`src/rtl/ap_txn_profiler.sv`:
```
// ap_txn_profiler: turns ap_ctrl_hs/ap_ctrl_chain handshake activity of one
// HLS kernel into per-transaction records {id, latency, interval, stall}.
// Records are buffered in a show-ahead FIFO with a valid/ready read port.
// Optional build macro: AP_TXN_PROFILER_STALL_EN enables the output-stall
// accumulator; without it rec_stall is constant 0.
module ap_txn_profiler #(
  parameter int CNT_W      = 32,
  parameter int TS_DEPTH   = 4,
  parameter int FIFO_DEPTH = 16,
  parameter int ID_W       = 16
) (
  input  logic                        clock,
  input  logic                        reset,
  input  logic                        ap_start,
  input  logic                        ap_ready,
  input  logic                        ap_done,
  input  logic                        ap_continue,
  input  logic                        finish,
  output logic                        rec_valid,
  input  logic                        rec_ready,
  output logic [ID_W-1:0]             rec_id,
  output logic [CNT_W-1:0]            rec_latency,
  output logic [CNT_W-1:0]            rec_interval,
  output logic [CNT_W-1:0]            rec_stall,
  output logic [$clog2(TS_DEPTH):0]   outstanding,
  output logic [15:0]                 drop_count,
  output logic                        overflow,
  output logic                        protocol_err,
  output logic                        drained
);

  localparam int TS_AW = $clog2(TS_DEPTH);
  localparam int FF_AW = $clog2(FIFO_DEPTH);
  localparam logic [TS_AW:0] LP_TS_FULL = (TS_AW+1)'(TS_DEPTH);
  localparam logic [FF_AW:0] LP_FF_FULL = (FF_AW+1)'(FIFO_DEPTH);

  typedef enum logic {S_IDLE, S_PEND} s_state_t;
  typedef enum logic [1:0] {D_RUN, D_DRAIN, D_DONE} d_state_t;

  s_state_t         r_sstate;
  d_state_t         r_dstate;
  logic [CNT_W-1:0] r_cyc;
  logic [CNT_W-1:0] r_prev_begin;
  logic             r_have_prev;
  logic [ID_W-1:0]  r_id;

  // Outstanding-start queue: begin timestamp plus the interval of that txn
  logic [CNT_W-1:0] r_ts_mem [TS_DEPTH];
  logic [CNT_W-1:0] r_iv_mem [TS_DEPTH];
  logic [TS_AW-1:0] r_ts_wr;
  logic [TS_AW-1:0] r_ts_rd;
  logic [TS_AW:0]   r_ts_cnt;

  // Record FIFO
  logic [ID_W-1:0]  r_f_id  [FIFO_DEPTH];
  logic [CNT_W-1:0] r_f_lat [FIFO_DEPTH];
  logic [CNT_W-1:0] r_f_iv  [FIFO_DEPTH];
  logic [FF_AW-1:0] r_f_wr;
  logic [FF_AW-1:0] r_f_rd;
  logic [FF_AW:0]   r_f_cnt;

  logic [15:0]      r_drop;
  logic             r_ovf;
  logic             r_perr;
  logic             r_drained;

  logic             w_done_hs;
  logic             w_begin;
  logic             w_ts_empty;
  logic             w_ts_full;
  logic             w_ts_pop;
  logic             w_bypass;
  logic             w_begin_acc;
  logic             w_ts_push;
  logic             w_ts_ovf;
  logic             w_perr;
  logic [CNT_W-1:0] w_interval;
  logic             w_rec_form;
  logic [CNT_W-1:0] w_rec_lat;
  logic [CNT_W-1:0] w_rec_iv;
  logic             w_f_pop;
  logic             w_f_space;
  logic             w_f_push;
  logic             w_drop;
  logic [TS_AW:0]   w_ts_cnt_nxt;
  logic [FF_AW:0]   w_f_cnt_nxt;

  // A begin is only recognised from S_IDLE and only while not draining.
  // A full timestamp queue still accepts a begin when a done pops the same cycle.
  // With an empty queue, a same-cycle begin and done bypass the queue entirely.
  assign w_done_hs    = ap_done & ap_continue;
  assign w_begin      = (r_sstate == S_IDLE) & ap_start & (r_dstate == D_RUN);
  assign w_ts_empty   = (r_ts_cnt == '0);
  assign w_ts_full    = (r_ts_cnt == LP_TS_FULL);
  assign w_ts_pop     = w_done_hs & ~w_ts_empty;
  assign w_bypass     = w_done_hs & w_ts_empty & w_begin;
  assign w_begin_acc  = w_begin & (~w_ts_full | w_ts_pop);
  assign w_ts_push    = w_begin_acc & ~w_bypass;
  assign w_ts_ovf     = w_begin & ~w_begin_acc;
  assign w_perr       = w_done_hs & w_ts_empty & ~w_begin;
  assign w_interval   = r_have_prev ? (r_cyc - r_prev_begin) : '0;
  assign w_rec_form   = w_ts_pop | w_bypass;
  assign w_rec_lat    = w_bypass ? CNT_W'(1) : (r_cyc - r_ts_mem[r_ts_rd] + CNT_W'(1));
  assign w_rec_iv     = w_bypass ? w_interval : r_iv_mem[r_ts_rd];

  // A pop frees space before the push, so a full FIFO being read never drops.
  assign w_f_pop      = (r_f_cnt != '0) & rec_ready;
  assign w_f_space    = (r_f_cnt != LP_FF_FULL) | w_f_pop;
  assign w_f_push     = w_rec_form & w_f_space;
  assign w_drop       = w_rec_form & ~w_f_space;

  assign w_ts_cnt_nxt = r_ts_cnt + {{TS_AW{1'b0}}, w_ts_push} - {{TS_AW{1'b0}}, w_ts_pop};
  assign w_f_cnt_nxt  = r_f_cnt + {{FF_AW{1'b0}}, w_f_push} - {{FF_AW{1'b0}}, w_f_pop};

  // Free-running cycle counter, wraps modulo 2^CNT_W
  always_ff @(posedge clock) begin
    if (reset) r_cyc <= '0;
    else       r_cyc <= r_cyc + CNT_W'(1);
  end

  // Start-side FSM tracking the ap_start/ap_ready handshake
  always_ff @(posedge clock) begin
    if (reset) begin
      r_sstate <= S_IDLE;
    end else begin
      case (r_sstate)
        S_IDLE:  if (w_begin && !ap_ready) r_sstate <= S_PEND;
        S_PEND:  if (ap_ready) r_sstate <= S_IDLE;
        default: r_sstate <= S_IDLE;
      endcase
    end
  end

  // Timestamp queue control, previous-begin tracking and transaction id
  always_ff @(posedge clock) begin
    if (reset) begin
      r_ts_wr     <= '0;
      r_ts_rd     <= '0;
      r_ts_cnt    <= '0;
      r_have_prev <= 1'b0;
      r_id        <= '0;
    end else begin
      if (w_ts_push)   r_ts_wr     <= r_ts_wr + TS_AW'(1);
      if (w_ts_pop)    r_ts_rd     <= r_ts_rd + TS_AW'(1);
      r_ts_cnt <= w_ts_cnt_nxt;
      if (w_begin_acc) r_have_prev <= 1'b1;
      if (w_rec_form)  r_id        <= r_id + ID_W'(1);
    end
  end

  // Timestamp queue storage and previous-begin value (qualified by control)
  always_ff @(posedge clock) begin
    if (w_ts_push) begin
      r_ts_mem[r_ts_wr] <= r_cyc;
      r_iv_mem[r_ts_wr] <= w_interval;
    end
    if (w_begin_acc) r_prev_begin <= r_cyc;
  end

  // Record FIFO pointers and occupancy
  always_ff @(posedge clock) begin
    if (reset) begin
      r_f_wr  <= '0;
      r_f_rd  <= '0;
      r_f_cnt <= '0;
    end else begin
      if (w_f_push) r_f_wr <= r_f_wr + FF_AW'(1);
      if (w_f_pop)  r_f_rd <= r_f_rd + FF_AW'(1);
      r_f_cnt <= w_f_cnt_nxt;
    end
  end

  // Record FIFO storage
  always_ff @(posedge clock) begin
    if (w_f_push) begin
      r_f_id[r_f_wr]  <= r_id;
      r_f_lat[r_f_wr] <= w_rec_lat;
      r_f_iv[r_f_wr]  <= w_rec_iv;
    end
  end

`ifdef AP_TXN_PROFILER_STALL_EN
  logic [CNT_W-1:0] r_stall_acc;
  logic [CNT_W-1:0] r_f_stl [FIFO_DEPTH];

  // Count cycles where the kernel holds done but downstream refuses it
  always_ff @(posedge clock) begin
    if (reset)          r_stall_acc <= '0;
    else if (w_done_hs) r_stall_acc <= '0;
    else if (ap_done)   r_stall_acc <= r_stall_acc + CNT_W'(1);
  end

  // Stall field of the record FIFO
  always_ff @(posedge clock) begin
    if (w_f_push) r_f_stl[r_f_wr] <= r_stall_acc;
  end

  assign rec_stall = rec_valid ? r_f_stl[r_f_rd] : '0;
`else
  assign rec_stall = '0;
`endif

  // Sticky error flags and saturating drop counter
  always_ff @(posedge clock) begin
    if (reset) begin
      r_drop <= '0;
      r_ovf  <= 1'b0;
      r_perr <= 1'b0;
    end else begin
      if (w_drop && r_drop != 16'hFFFF) r_drop <= r_drop + 16'd1;
      if (w_drop || w_ts_ovf)           r_ovf  <= 1'b1;
      if (w_perr)                       r_perr <= 1'b1;
    end
  end

  // Drain FSM: done once nothing is queued or outstanding after this edge
  always_ff @(posedge clock) begin
    if (reset) begin
      r_dstate  <= D_RUN;
      r_drained <= 1'b0;
    end else begin
      case (r_dstate)
        D_RUN:   if (finish) r_dstate <= D_DRAIN;
        D_DRAIN: if (w_f_cnt_nxt == '0 && w_ts_cnt_nxt == '0) begin
                   r_dstate  <= D_DONE;
                   r_drained <= 1'b1;
                 end
        D_DONE:  r_drained <= 1'b1;
        default: r_dstate  <= D_RUN;
      endcase
    end
  end

  // Show-ahead read port; data reads as zero while the FIFO is empty
  assign rec_valid    = (r_f_cnt != '0);
  assign rec_id       = rec_valid ? r_f_id[r_f_rd]  : '0;
  assign rec_latency  = rec_valid ? r_f_lat[r_f_rd] : '0;
  assign rec_interval = rec_valid ? r_f_iv[r_f_rd]  : '0;
  assign outstanding  = r_ts_cnt;
  assign drop_count   = r_drop;
  assign overflow     = r_ovf;
  assign protocol_err = r_perr;
  assign drained      = r_drained;

endmodule
```
`config.mk`:
```
export PLATFORM = sky130hd
export DESIGN_NAME = ap_txn_profiler
export DESIGN_NICKNAME = d
export VERILOG_FILES = /design/src/rtl/ap_txn_profiler.sv
export SDC_FILE = /design/constraint.sdc
export NUM_CORES = 2
export LEC_CHECK = 0
export ABC_AREA = 1
export CAP_MARGIN = 20
export CORE_MARGIN = 3
export CORE_UTILIZATION = 63
export CTS_CLUSTER_DIAMETER = 80
export CTS_CLUSTER_SIZE = 20
export DETAILED_ROUTE_END_ITERATION = 7
export PLACE_DENSITY = 0.81
export SYNTH_ARGS = -nofsm -noshare
export SYNTH_HDL_FRONTEND = slang
export SYNTH_SLANG_ARGS = --single-unit
```
`constraint.sdc`:
```
create_clock -name clock -period 13.55 [get_ports clock]
set_input_delay 4.065 -clock clock [delete_from_list [all_inputs] [get_ports clock]]
set_output_delay 4.065 -clock clock [all_outputs]
set_load 0.01 [all_outputs]
```
==> images/placement.png <==
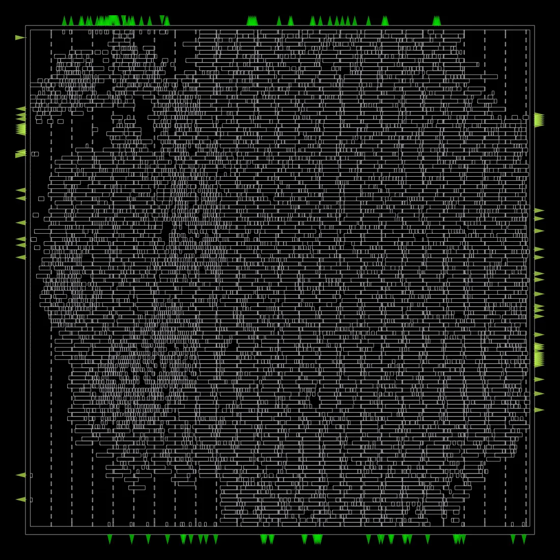
registers: 1,665
tap cells: 1,488
fill count: 7,494
Finished Core Util: 68.1%

==> images/layer_met2.png <==
Cells faint in the background.
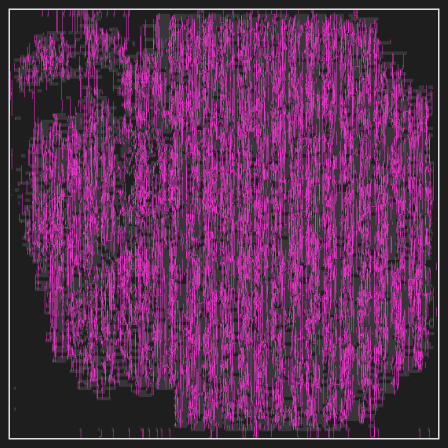
wire length on this layer: 82.6 mm
longest straight run: 89.4 um
share of all routed wire: 47%
GR Layer Usage met2: 46.4%
Vias: 47.7k
drt total wl: 177,000 um

==> job_summary.md <==
## Implementation flow summary

| Metric | Value |
|---|---|
| Chip width | between 300 and 400 um |
| Yosys warns | 0 |
| GRT overflow | 0 |
| Vias in the first global route | 44.8k |
| DR vias/cell | about 6.5 |
| Area Growth Syn to Fin | 7.25% |
| Comb/total area | ~25% |
| Top flop regs | r_f_iv (512), r_f_lat (512), r_f_id (256) |
| Worst path most repeated cell | buf_4 |
| Yosys Instances | around 6k |
| Gate Area | 18,800 sq um |
| Dominant flop cell | edfxtp_1 |
| Status | finished, final reports clean |
| Gate Count Post-Synth | approximately 6k |
| Max Used Layer | met4 |
| Design Area, Final | between 70,000 and 80,000 sq um |
| Synth logic family | AND-OR/OR-AND gates |
| Final hold viol count | 0 |
| Most used logic cell in the final layout | edfxtp_1 |
| Inverters | 300 |
| WHS Endpoint | r_ts_rd[1]$_SDFFE_PP0P_ |
| Period utilization | between 60% and 70% |
| Async SR Flop Fraction | 0% |
| CTS tree | built |
| Fraction of layout cells with a size suffix above 1 | 5.38% |
==> images/cell_density.png <==
34 x 34 tiles, from white (low) to dark blue (high), 0 to 100% covered.
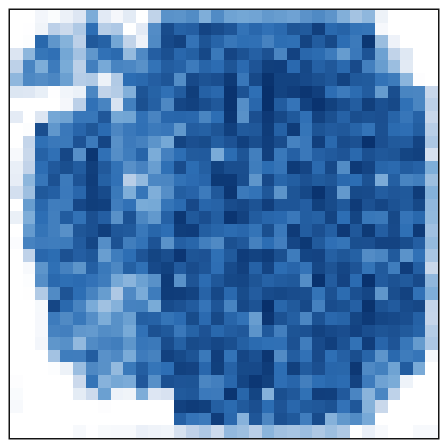
tiles over 75% full: 49%
fullest tile: 100%
nearly empty tiles: 10%
emptiest ninth of the die: south-west
mean over tiles: 64%
fp util: 63.5%
core area: 111,000 sq um

==> images/flops_by_reg.png <==
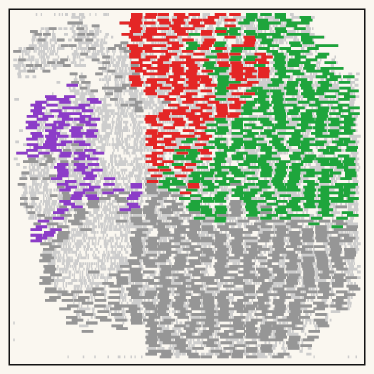
[green] `r_f_lat` | sequential cells: 512
[purple] `r_ts_mem` | sequential cells: 128
[red] `r_f_id` | sequential cells: 256 | where: north
not coloured: 769

## power breakdown
| group | internal (mW) | switching (mW) | total, mW |
|---|---|---|---|
| Sequential | 6.12 | 0.107 | 6.23 |
| Clock | 1.34 | 1.56 | 2.91 |
| Combinational | 1.01 | 2.29 | 3.30 |
## synthesized netlist by cell type (21+ instances only)
cell      count  area [sq um]
a21oi_1     230          1150
inv_1       290          1090
nor2_1      950          3570
edfxtp_1   1568         47100
o211ai_1     92           691
ha_1        111          1390
nand2_1     639          2400
o221ai_1    229          2010
nand4_1      28           175
buf_4        52           390
clkbuf_1    217           815
buf_2        80           400
o21ai_0     752          3760
o22ai_1     122           763
xor2_1       21           184
o21ai_1      23           115
a32o_1       30           300
nand3_1     154           771
dfxtp_1      97          1940
nor3_1       35           175
No activity file was given, so power comes from the tool's default toggle rates.
